$ cat config.mk
export PLATFORM = sky130hd
export DESIGN_NAME = order_entry
export DESIGN_NICKNAME = d
export VERILOG_FILES = /design/src/rtl/order_entry.sv
export SDC_FILE = /design/constraint.sdc
export NUM_CORES = 1
export LEC_CHECK = 0
export ABC_CLOCK_PERIOD_IN_PS = 3000
export CAP_MARGIN = 10
export CORE_ASPECT_RATIO = 1.5
export CORE_UTILIZATION = 36
export CTS_CLUSTER_SIZE = 16
export DETAILED_ROUTE_END_ITERATION = 10
export GPL_ROUTABILITY_DRIVEN = 1
export GPL_TIMING_DRIVEN = 0
export PLACE_DENSITY_LB_ADDON = 0.1
export SYNTH_ARGS = -nofsm -noshare
export SYNTH_HDL_FRONTEND = slang
export SYNTH_SLANG_ARGS = --single-unit
$ cat constraint.sdc
create_clock -name i_clk -period 3 [get_ports i_clk]
set_clock_uncertainty 0.15 [all_clocks]
set_input_delay 0.3 -clock i_clk [delete_from_list [all_inputs] [get_ports i_clk]]
set_output_delay 0.3 -clock i_clk [all_outputs]
set_load 0.01 [all_outputs]
$ cat src/rtl/order_entry.sv
// order_entry: keypad front end for the ticket vendor.
// Collects the source station, the destination station and the ticket count as
// decimal keypad entries. Each field is range-checked when it is confirmed. The
// completed order is presented on registered outputs, followed one cycle later
// by a single-cycle done pulse.
//
// Ports:
//   i_clk           single clock, all logic on posedge
//   i_rst           synchronous active-high reset, dominates all other inputs
//   i_key_valid     one-cycle strobe, i_key_code valid this cycle
//   i_key_code      0-9 digit, A confirm, B clear field, C cancel order, others ignored
//   i_dispense_busy vendor still dispensing; holds the lock and defers count confirm
//   o_input_src     source station of last accepted order
//   o_input_dest    destination station of last accepted order
//   o_input_count   ticket count of last accepted order
//   o_done          one-cycle pulse, order on o_input_* is complete
//   o_entry_err     one-cycle pulse, confirm rejected
//   o_field_sel     0 src, 1 dest, 2 count, 3 locked
module order_entry #(
  parameter int DW          = 8,
  parameter int MAX_STATION = 15,
  parameter int MAX_COUNT   = 9
) (
  input  logic          i_clk,
  input  logic          i_rst,
  input  logic          i_key_valid,
  input  logic [3:0]    i_key_code,
  input  logic          i_dispense_busy,
  output logic [DW-1:0] o_input_src,
  output logic [DW-1:0] o_input_dest,
  output logic [DW-1:0] o_input_count,
  output logic          o_done,
  output logic          o_entry_err,
  output logic [1:0]    o_field_sel
);

  typedef enum logic [2:0] {
    S_SRC  = 3'd0,
    S_DEST = 3'd1,
    S_CNT  = 3'd2,
    S_DONE = 3'd3,
    S_LOCK = 3'd4
  } state_t;

  localparam logic [6:0] LIM_ST  = 7'(MAX_STATION);
  localparam logic [6:0] LIM_CNT = 7'(MAX_COUNT);

  state_t        r_state;
  logic [6:0]    r_acc;
  logic [1:0]    r_digit_cnt;
  logic [6:0]    r_src_stage;
  logic [6:0]    r_dest_stage;
  logic [DW-1:0] r_src;
  logic [DW-1:0] r_dest;
  logic [DW-1:0] r_count;
  logic          r_done;
  logic          r_err;
  logic [1:0]    r_field_sel;
  logic [1:0]    r_lock_cnt;
  // count confirm seen while the vendor was busy, completes once busy drops
  logic          r_cnf_pend;

  logic       w_digit;
  logic       w_confirm;
  logic       w_clear;
  logic       w_cancel;
  logic [6:0] w_acc_shift;
  logic       w_station_ok;
  logic       w_dest_ok;
  logic       w_count_ok;

  assign w_digit   = i_key_valid && (i_key_code <= 4'd9);
  assign w_confirm = i_key_valid && (i_key_code == 4'hA);
  assign w_clear   = i_key_valid && (i_key_code == 4'hB);
  assign w_cancel  = i_key_valid && (i_key_code == 4'hC);

  // only used while fewer than 2 digits are held, so the result never exceeds 99
  assign w_acc_shift  = (r_acc * 7'd10) + {3'b000, i_key_code};
  assign w_station_ok = (r_acc != 7'd0) && (r_acc <= LIM_ST);
  assign w_dest_ok    = w_station_ok && (r_acc != r_src_stage);
  assign w_count_ok   = (r_acc != 7'd0) && (r_acc <= LIM_CNT);

  // entry FSM with all outputs registered
  always_ff @(posedge i_clk) begin
    if (i_rst) begin
      r_state      <= S_SRC;
      r_acc        <= 7'd0;
      r_digit_cnt  <= 2'd0;
      r_src_stage  <= 7'd0;
      r_dest_stage <= 7'd0;
      r_src        <= {DW{1'b0}};
      r_dest       <= {DW{1'b0}};
      r_count      <= {DW{1'b0}};
      r_done       <= 1'b0;
      r_err        <= 1'b0;
      r_field_sel  <= 2'd0;
      r_lock_cnt   <= 2'd0;
      r_cnf_pend   <= 1'b0;
    end else begin
      r_done <= 1'b0;
      r_err  <= 1'b0;
      case (r_state)
        S_SRC, S_DEST, S_CNT: begin
          if (w_cancel) begin
            r_acc        <= 7'd0;
            r_digit_cnt  <= 2'd0;
            r_src_stage  <= 7'd0;
            r_dest_stage <= 7'd0;
            r_cnf_pend   <= 1'b0;
            r_state      <= S_SRC;
            r_field_sel  <= 2'd0;
          end else if ((r_state == S_CNT) && (r_cnf_pend || w_confirm)) begin
            // a pending count confirm freezes the field until the vendor is idle
            if (i_dispense_busy) begin
              r_cnf_pend <= 1'b1;
            end else begin
              r_cnf_pend  <= 1'b0;
              r_acc       <= 7'd0;
              r_digit_cnt <= 2'd0;
              if (w_count_ok) begin
                r_src       <= DW'(r_src_stage);
                r_dest      <= DW'(r_dest_stage);
                r_count     <= DW'(r_acc);
                r_state     <= S_DONE;
                r_field_sel <= 2'd3;
              end else begin
                r_err <= 1'b1;
              end
            end
          end else if (w_confirm) begin
            r_acc       <= 7'd0;
            r_digit_cnt <= 2'd0;
            if (r_state == S_SRC) begin
              if (w_station_ok) begin
                r_src_stage <= r_acc;
                r_state     <= S_DEST;
                r_field_sel <= 2'd1;
              end else begin
                r_err <= 1'b1;
              end
            end else begin
              if (w_dest_ok) begin
                r_dest_stage <= r_acc;
                r_state      <= S_CNT;
                r_field_sel  <= 2'd2;
              end else begin
                r_err <= 1'b1;
              end
            end
          end else if (w_clear) begin
            r_acc       <= 7'd0;
            r_digit_cnt <= 2'd0;
          end else if (w_digit && (r_digit_cnt < 2'd2)) begin
            r_acc       <= w_acc_shift;
            r_digit_cnt <= r_digit_cnt + 2'd1;
          end
        end
        S_DONE: begin
          r_done      <= 1'b1;
          r_lock_cnt  <= 2'd0;
          r_state     <= S_LOCK;
          r_field_sel <= 2'd3;
        end
        S_LOCK: begin
          // first lock cycle carries done; busy is only trusted two cycles later
          if (r_lock_cnt < 2'd2) begin
            r_lock_cnt <= r_lock_cnt + 2'd1;
          end else if (!i_dispense_busy) begin
            r_state     <= S_SRC;
            r_field_sel <= 2'd0;
          end
        end
        default: begin
          r_state     <= S_SRC;
          r_field_sel <= 2'd0;
          r_acc       <= 7'd0;
          r_digit_cnt <= 2'd0;
          r_cnf_pend  <= 1'b0;
        end
      endcase
    end
  end

  assign o_input_src   = r_src;
  assign o_input_dest  = r_dest;
  assign o_input_count = r_count;
  assign o_done        = r_done;
  assign o_entry_err   = r_err;
  assign o_field_sel   = r_field_sel;

endmodule

Run 1, M3 wires:
Cells faint in the background.
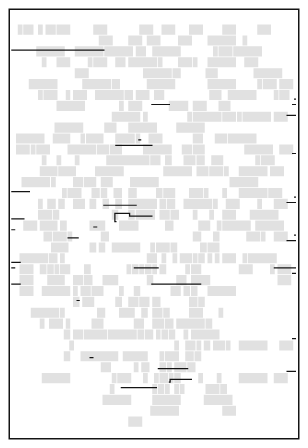
share of all routed wire: 2.2%
longest straight run: 23.0 um
wire length on this layer: 131 um

Run 1, wire density map:
Bar = 20 um. 14 x 21 tiles, from white (low) to dark blue (high), scaled to the fullest tile. Values are wire area over tile area, all layers added.
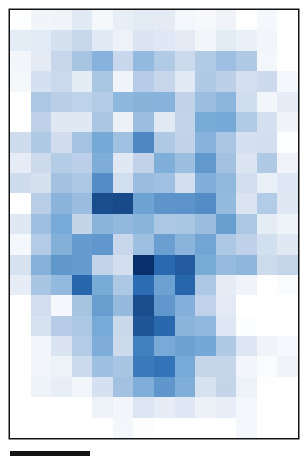
emptiest ninth of the die: lower right
nearly empty tiles: 14%
fullest tile: 0.47
tiles over half the peak: 13%
mean over tiles: 0.12
densest ninth of the die: center
final wirelength: 6040 um
via count: 2115
GRT Total Usage: 16.7%

Run 1, routed clock nets over the placement:
Bar = 20 um.
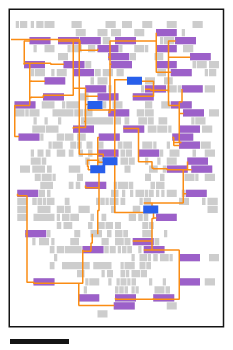
legend:
  flip-flops:
    color: purple
    count: 54
  clock wires:
    color: orange
    length: 725 um
  clock-net drivers:
    color: blue
    count: 5
flops lie: widely spread
routed clock nets: 6

==> results.json, run 1 <==
{
  "wl_per_cell_um": 14.1,
  "slew_headroom_pct": 35.7,
  "drt-pass1-iter-count": 4,
  "fp-row-count": 37,
  "initial_core_util_pct": 37.8,
  "area_delta_synth_final_pct": 21.1,
  "grtUsageMet1_pct": 20.3,
  "grt_pass1_wl_um": 9870,
  "clock_path_buffers": 2,
  "ff_type": "dfxtp_1",
  "finalWorstSetupSlack_ns": 0.322,
  "cts_tree": "built",
  "core_um2": 6990,
  "worst_slew_pin_slew_ns": 0.957,
  "yosys.area.top_type": "dfxtp_1",
  "critical-path-top-delay-family": "simple AND/OR/NAND/NOR gates",
  "overflow": 0,
  "hpwl_um": 4420,
  "cts_root_buffer": "clkbuf_8",
  "hold_viol": 0,
  "cellPowerDensity_nw_per_um2": 457,
  "crit_arrival_ns": 2.71,
  "required_ns": 3.04,
  "ir_worst_vdd_mv": 0.226,
  "synth_warnings": 0,
  "place.gp.congestion": 0.845,
  "final_area_um2": 3200,
  "post-synth-top-area-fraction_pct": 40.9,
  "grt_max_degree": 19,
  "drtIter0Drc": 80,
  "setup_viol": 0,
  "final_cell_mix": "dfxtp_1 (54), nor2_1 (39), clkdlybuf4s50_1 (31)",
  "die-width_um": 71.9,
  "antenna_cells": 0,
  "rsz0062_at_grt": "false",
  "finalClockPeriodUsage_pct": 89.3,
  "grt_use_met3_pct": 2.07,
  "avgViaCountPerCell": 4.94,
  "clock_latency_ns": 0.31,
  "min_path_type": "reg -> reg",
  "min_period_ns": 2.68,
  "status": "completed",
  "numCtsBuffers": 5,
  "postCtsResizedCells": 0,
  "cts_hold_buf": 0
}
==> run 1: flip-flops by register name, indices dropped and copies added, names as in the netlist, 3 cells and up <==
name / count
r_acc: 7
o_input_src: 7
r_dest_stage: 7
o_input_count: 7
o_input_dest: 7
r_src_stage: 7
r_state: 3
==> run 1: power by group <==
group / total, W / internal [W] / leakage, nW / switching, W
Sequential: 0.000747 / 0.000730 / 0.436 / 0.0000174
Combinational: 0.000201 / 0.0000847 / 0.685 / 0.000116
Clock: 0.000514 / 0.000255 / 0.0563 / 0.000259
==> run 1: area by class of cell <==
cell class	instances	area (um2)
repair buffers	31	310
well taps	97	121
clock buffers	5	68.8
multi-input cells	210	1430
plain buffers	17	93.8
fillers	704	3790
flip-flops and latches	54	1080
clock inverters	3	48.8
inverters	11	41.3
==> run 1: per-layer routing <==
metal	wire length, um	vias to the layer above
met3	131	12
met5	0	-
met1	2660	977
met2	3050	38
li1	-	1088
met4	194	0
==> run 1: kinds of logic (layout without fill, tap and decap cells) <==
family	after synthesis	after routing	share of synthesized area (%)
other	1	3	0.142
adder cells (fa/ha/maj)	10	10	5.21
AND/OR/NAND/NOR	107	107	20.7
buffers and inverters	28	67	5.12
AND-OR/OR-AND	49	49	13.0
multiplexers	27	27	10.2
flip-flops	54	54	40.9
XOR/XNOR	14	14	4.64
==> run 1: per-stage QoR <==
| step | hold slack, ns | total power [W] |
|---|---|---|
| after global placement | 0.294 | 0.000962 |
| after CTS | 0.326 | 0.00149 |
| after global routing | 0.346 | 0.00154 |
| after detailed placement | 0.297 | 0.000965 |
| final | 0.320 | 0.00146 |
| after floorplan | 0.280 | 0.000908 |
==> run 1: Yosys cell counts (all sizes together), types with 3 or more instances <==
cell type	instances
nand2	14
nor2	39
nand2b	9
buf	10
dfxtp	54
clkbuf	7
nand4	3
a22o	4
a211oi	3
nand3b	3
or3	3
inv	11
nand3	7
xnor2	7
ha	7
nor3	11
xor2	7
a31o	3
nor2b	3
nor3b	7
o21ai	8
and2	3
a21oi	18
mux2i	27
==> run 1: path summary, 6_finish.rpt <==
check                                startpoint              end  cells past startpoint
worst max-delay path              i_key_code[3]         r_acc[2]                      8
worst min-delay path            r_dest_stage[4]  r_dest_stage[4]                      1
worst max register to register         r_acc[2]  r_dest_stage[1]                      6
worst min register to register  r_dest_stage[4]  r_dest_stage[4]                      1
==> run 1 -> run 2 <==
Settings changed: CAP_MARGIN 10 to default, SETUP_SLACK_MARGIN from default to 0.1.
Run 2, routed clock nets over the placement:
Bar = 20 um.
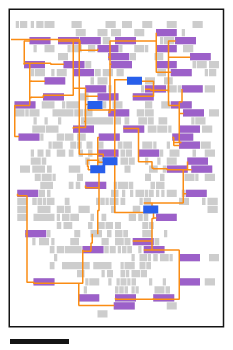
legend:
  clock-net drivers:
    color: blue
    count: 5
  clock wires:
    color: orange
    length: 725 um
  flip-flops:
    color: purple
    count: 54
routed clock nets: 6
flops lie: widely spread

Run 2, layout detail:
Region (16, 33) to (56, 73) um. Cells in gray, sequential cells in the stronger gray; small squares are vias.
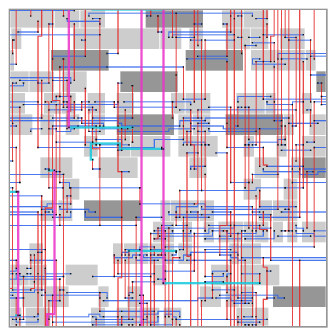
legend:
  M1:
    color: blue
  M3:
    color: cyan
  M4:
    color: magenta
  M2:
    color: red
most frequent: a21oi_1 (10), nand2_1 (10), dfxtp_1 (8)
netlist names of flops here include: r_acc (4), r_src_stage (3)
cells with their middle in the window: 107
sequential cells in the window: 8

==> results.json, run 2 <==
{
  "rsz0062_at_grt": "false",
  "ir_worst_vdd_mv": 0.226,
  "met1Wirelength_um": 2660,
  "slew_headroom_pct": 35.7,
  "wl_met2_um": 3050,
  "finalClockPeriodUsage_pct": 89.3,
  "numCtsBuffers": 5,
  "startpoint": "i_key_code[3]",
  "met3WireLength_um": 131,
  "antenna_cells": 0,
  "finalWorstSetupSlack_ns": 0.322,
  "hold_viol": 0,
  "postCtsResizedCells": 0,
  "required_ns": 3.04,
  "grt_use_total_pct": 16.7,
  "min_path_type": "reg -> reg",
  "clock_path_buffers": 2,
  "drt-pass1-iter-count": 4,
  "hpwl_um": 4420,
  "r2r_cells": 6,
  "clock_latency_ns": 0.31,
  "fp-row-count": 37,
  "drt_wl_total_um": 6040,
  "min_period_ns": 2.68,
  "synthAoiAreaFrac_pct": 13.0,
  "status": "completed",
  "place.gp.congestion": 0.845,
  "area_delta_synth_final_pct": 21.1,
  "worst_slew_pin_slew_ns": 0.957,
  "avgViaCountPerCell": 4.94,
  "die-width_um": 71.9,
  "xor_share_pct": 4.64,
  "cts_hold_buf": 0,
  "yosys.area.top_type": "dfxtp_1",
  "mux_share_pct": 10.2,
  "ff_type": "dfxtp_1",
  "synth-simple-area-share_pct": 20.7,
  "nFillCells": 704,
  "vias": 2115,
  "endpoint": "r_acc[2]",
  "setup_viol": 0,
  "drtIter0Drc": 80,
  "synth_warnings": 0,
  "cellPowerDensity_nw_per_um2": 457,
  "adder_share_pct": 5.21,
  "r2r_end": "r_dest_stage[1]",
  "cts_root_buffer": "clkbuf_8"
}
Run 2, M3 wires:
Cells faint in the background.
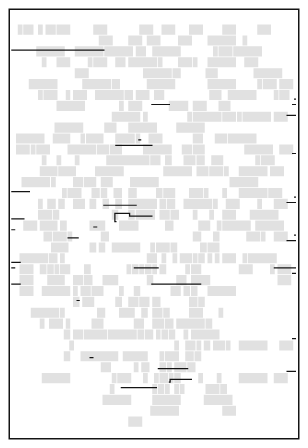
nets with wire on the layer: 25
longest straight run: 23.0 um
main direction: horizontal
share of all routed wire: 2.2%

-- run 2: cell counts in the layout (fill, tap and decap cells not counted) --
No cell type changed its count.
-- run 2: cell type report --
| class | count | area [um2] | area share [%] |
|---|---|---|---|
| Clock buffer | 5 | 68.8 | 2.15 |
| Multi-Input combinational cell | 210 | 1430 | 44.8 |
| Sequential cell | 54 | 1080 | 33.8 |
| Clock inverter | 3 | 48.8 | 1.53 |
| Buffer | 17 | 93.8 | 2.93 |
| Tap cell | 97 | 121 | 3.79 |
| Inverter | 11 | 41.3 | 1.29 |
| Timing Repair Buffer | 31 | 310 | 9.70 |
-- run 2: metal layers --
metal | global-route usage, % | vias up
met5 | 0 | -
met2 | 28.2 | 38
met4 | 9.10 | 0
met1 | 20.3 | 977
li1 | - | 1088
met3 | 2.07 | 12
-- run 2: cell families after synthesis --
group,Yosys count
fa+ha+maj,10
other cells,1
flops,54
mux,27
compound gates,49
simple gates,107
xor+xnor,14
buf+inv,28
-- run 2: power breakdown --
group / internal (W) / switching [W] / total [W]
logic: 0.0000847 / 0.000116 / 0.000201
registers: 0.000730 / 0.0000174 / 0.000747
clock network: 0.000255 / 0.000259 / 0.000514
total: 0.00107 / 0.000392 / 0.00146
-- run 2: worst min-delay path by stage --
stage,startpoint,endpoint,slack (ns),depth (start not counted)
after detailed placement,r_dest_stage[6],r_dest_stage[6],0.30,1
after global placement,r_dest_stage[6],r_dest_stage[6],0.29,1
after CTS,r_dest_stage[6],r_dest_stage[6],0.33,1
final,r_dest_stage[4],r_dest_stage[4],0.32,1
after floorplan,r_dest_stage[4],r_dest_stage[4],0.28,1
after global routing,o_input_count[6],o_input_count[6],0.35,1
-- run 2: critical path, cell delays in order --
cell and delay [ns]:
clkdlybuf4s50_1 0.57, nand3b_1 0.11, nor3_1 0.74, nor3_4 0.17
a221oi_4 0.37, buf_6 0.20, mux2i_1 0.18, nor2_1 0.06
-- run 2: per-stage QoR --
step / std cells / area [um2] / util (%) / total power, W / hold WS (ns)
floorplan: 292 / 2650 / - / 0.000908 / 0.280
global placement: 420 / 3080 / 44.1 / 0.000962 / 0.294
detailed placement: 420 / 3080 / 44.1 / 0.000965 / 0.297
CTS: 428 / 3200 / 45.7 / 0.00149 / 0.326
global route: 428 / 3200 / 45.7 / 0.00154 / 0.346
finish: 428 / 3200 / 45.7 / 0.00146 / 0.320
==> run 2 -> run 3 <==
Settings changed: CORE_UTILIZATION 36 to 35, HOLD_SLACK_MARGIN from default to 0.06.
Run 3, wire density map:
Bar = 20 um. 15 x 22 tiles, from white (low) to dark blue (high), scaled to the fullest tile. Values are wire area over tile area, all layers added.
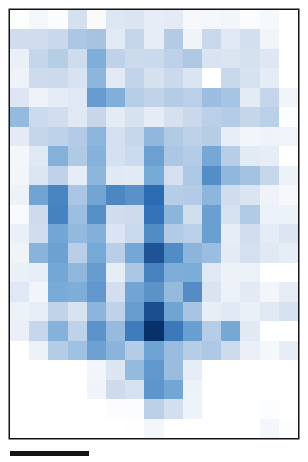
mean over tiles: 0.11
nearly empty tiles: 17%
densest ninth of the die: center
fullest tile: 0.49
final wirelength: 5890 um
GRT Total Usage: 16.4%
via count: 2099

Run 3, layout detail:
Region (16, 34) to (56, 74) um. Cells in gray, sequential cells in the stronger gray; small squares are vias.
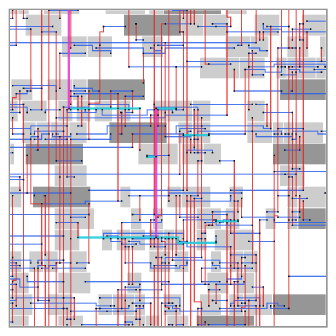
legend:
  M3:
    color: cyan
  M1:
    color: blue
  M2:
    color: red
  M4:
    color: magenta
cells with their middle in the window: 103
netlist names of flops here include: r_acc (4), r_src_stage (3)
most frequent: a21oi_1 (10), nand2_1 (10), dfxtp_1 (9)
sequential cells in the window: 9

==> results.json, run 3 <==
{
  "die-width_um": 72.9,
  "postCtsResizedCells": 0,
  "startpoint": "i_key_code[3]",
  "switching_share_pct": 26.3,
  "place_area_um2": 3080,
  "avgViaCountPerCell": 4.87,
  "min_period_ns": 2.69,
  "hold_viol": 0,
  "drt-pass1-iter-count": 4,
  "mux_share_pct": 10.2,
  "status": "completed",
  "internal_power_w": 0.00107,
  "register_area_um2": 1080,
  "nFillCells": 745,
  "rsz0062_at_grt": "false",
  "xor_share_pct": 4.64,
  "setup_viol": 0,
  "synth-simple-area-share_pct": 20.7,
  "worst_slew_pin_slew_ns": 0.978,
  "r2r_end": "o_input_src[4]",
  "numCtsBuffers": 5,
  "drtIter0Drc": 64,
  "critical_path.max_stage_delay_ns": 0.76,
  "hpwl_um": 4360
}
Run 3, routed clock nets over the placement:
Bar = 20 um.
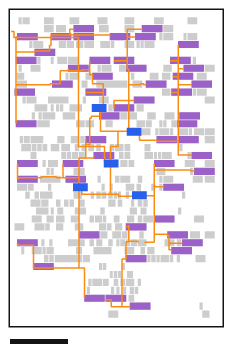
Clock net power: 0.000506 W
Latency at later pin: 0.31 ns
Clk pwr share: 34.9%

[run 3: cell counts after synthesis]
Identical to the previous run, type by type.
[run 3: layout make-up]
class / count / area share, %
multi-input combinational: 210 / 44.8
sequential: 54 / 33.8
timing repair buffer: 31 / 9.70
tap: 100 / 3.91
buffer: 17 / 2.93
clock buffer: 5 / 2.15
clock inverter: 3 / 1.49
inverter: 11 / 1.29
[run 3: worst max path at each step]
stage                endpoint  slack (ns)  depth (start not counted)
3_5_place_dp   r_digit_cnt[0]       -0.04                          8
5_1_grt              r_acc[2]        0.14                          8
2_1_floorplan        r_acc[3]        0.90                          8
4_1_cts              r_acc[3]        0.30                          8
3_3_place_gp         r_acc[2]      -0.004                          8
6_report             r_acc[2]        0.31                          8
[run 3: worst max-delay path, delay by kind of cell]
family,cells,cell delay (ns)
and+or+nand+nor,4,1.11
buffers and inverters,2,0.77
AOI/OAI and AO/OA,1,0.35
muxes,1,0.18
[run 3: layer usage]
layer / wire length, um / track usage (%) / vias up
met1: 2740 / 20.8 / 978
met5: 0 / 0 / -
met3: 126 / 2.33 / 5
li1: - / - / 1085
met4: 53 / 4.20 / 0
met2: 2970 / 28.7 / 31
[run 3: cell families after synthesis]
logic type                 after synthesis
buffers and inverters                   28
DFF                                     54
muxes                                   27
xor gates and xnor gates                14
adders and majority gates               10
and+or+nand+nor                        107
AOI/OAI and AO/OA                       49
other                                    1
[run 3: through the flow]
stage / setup TNS [ns] / instances
final: 0 / 431
after global routing: 0 / 431
after CTS: 0 / 431
after detailed placement: -0.100 / 423
after global placement: -0.00388 / 423
after floorplan: 0 / 292
[run 3: power by group through the flow]
| stage | combinational [W] | sequential, W | clock [W] |
|---|---|---|---|
| after floorplan | 0.000151 | 0.000757 | 0 |
| final | 0.000197 | 0.000747 | 0.000506 |
| after global placement | 0.000198 | 0.000764 | 0 |
| after CTS | 0.000200 | 0.000748 | 0.000531 |
| after global routing | 0.000223 | 0.000750 | 0.000560 |
| after detailed placement | 0.000199 | 0.000764 | 0 |
Power figures rest on the tool's default switching activity, not on a simulated workload.
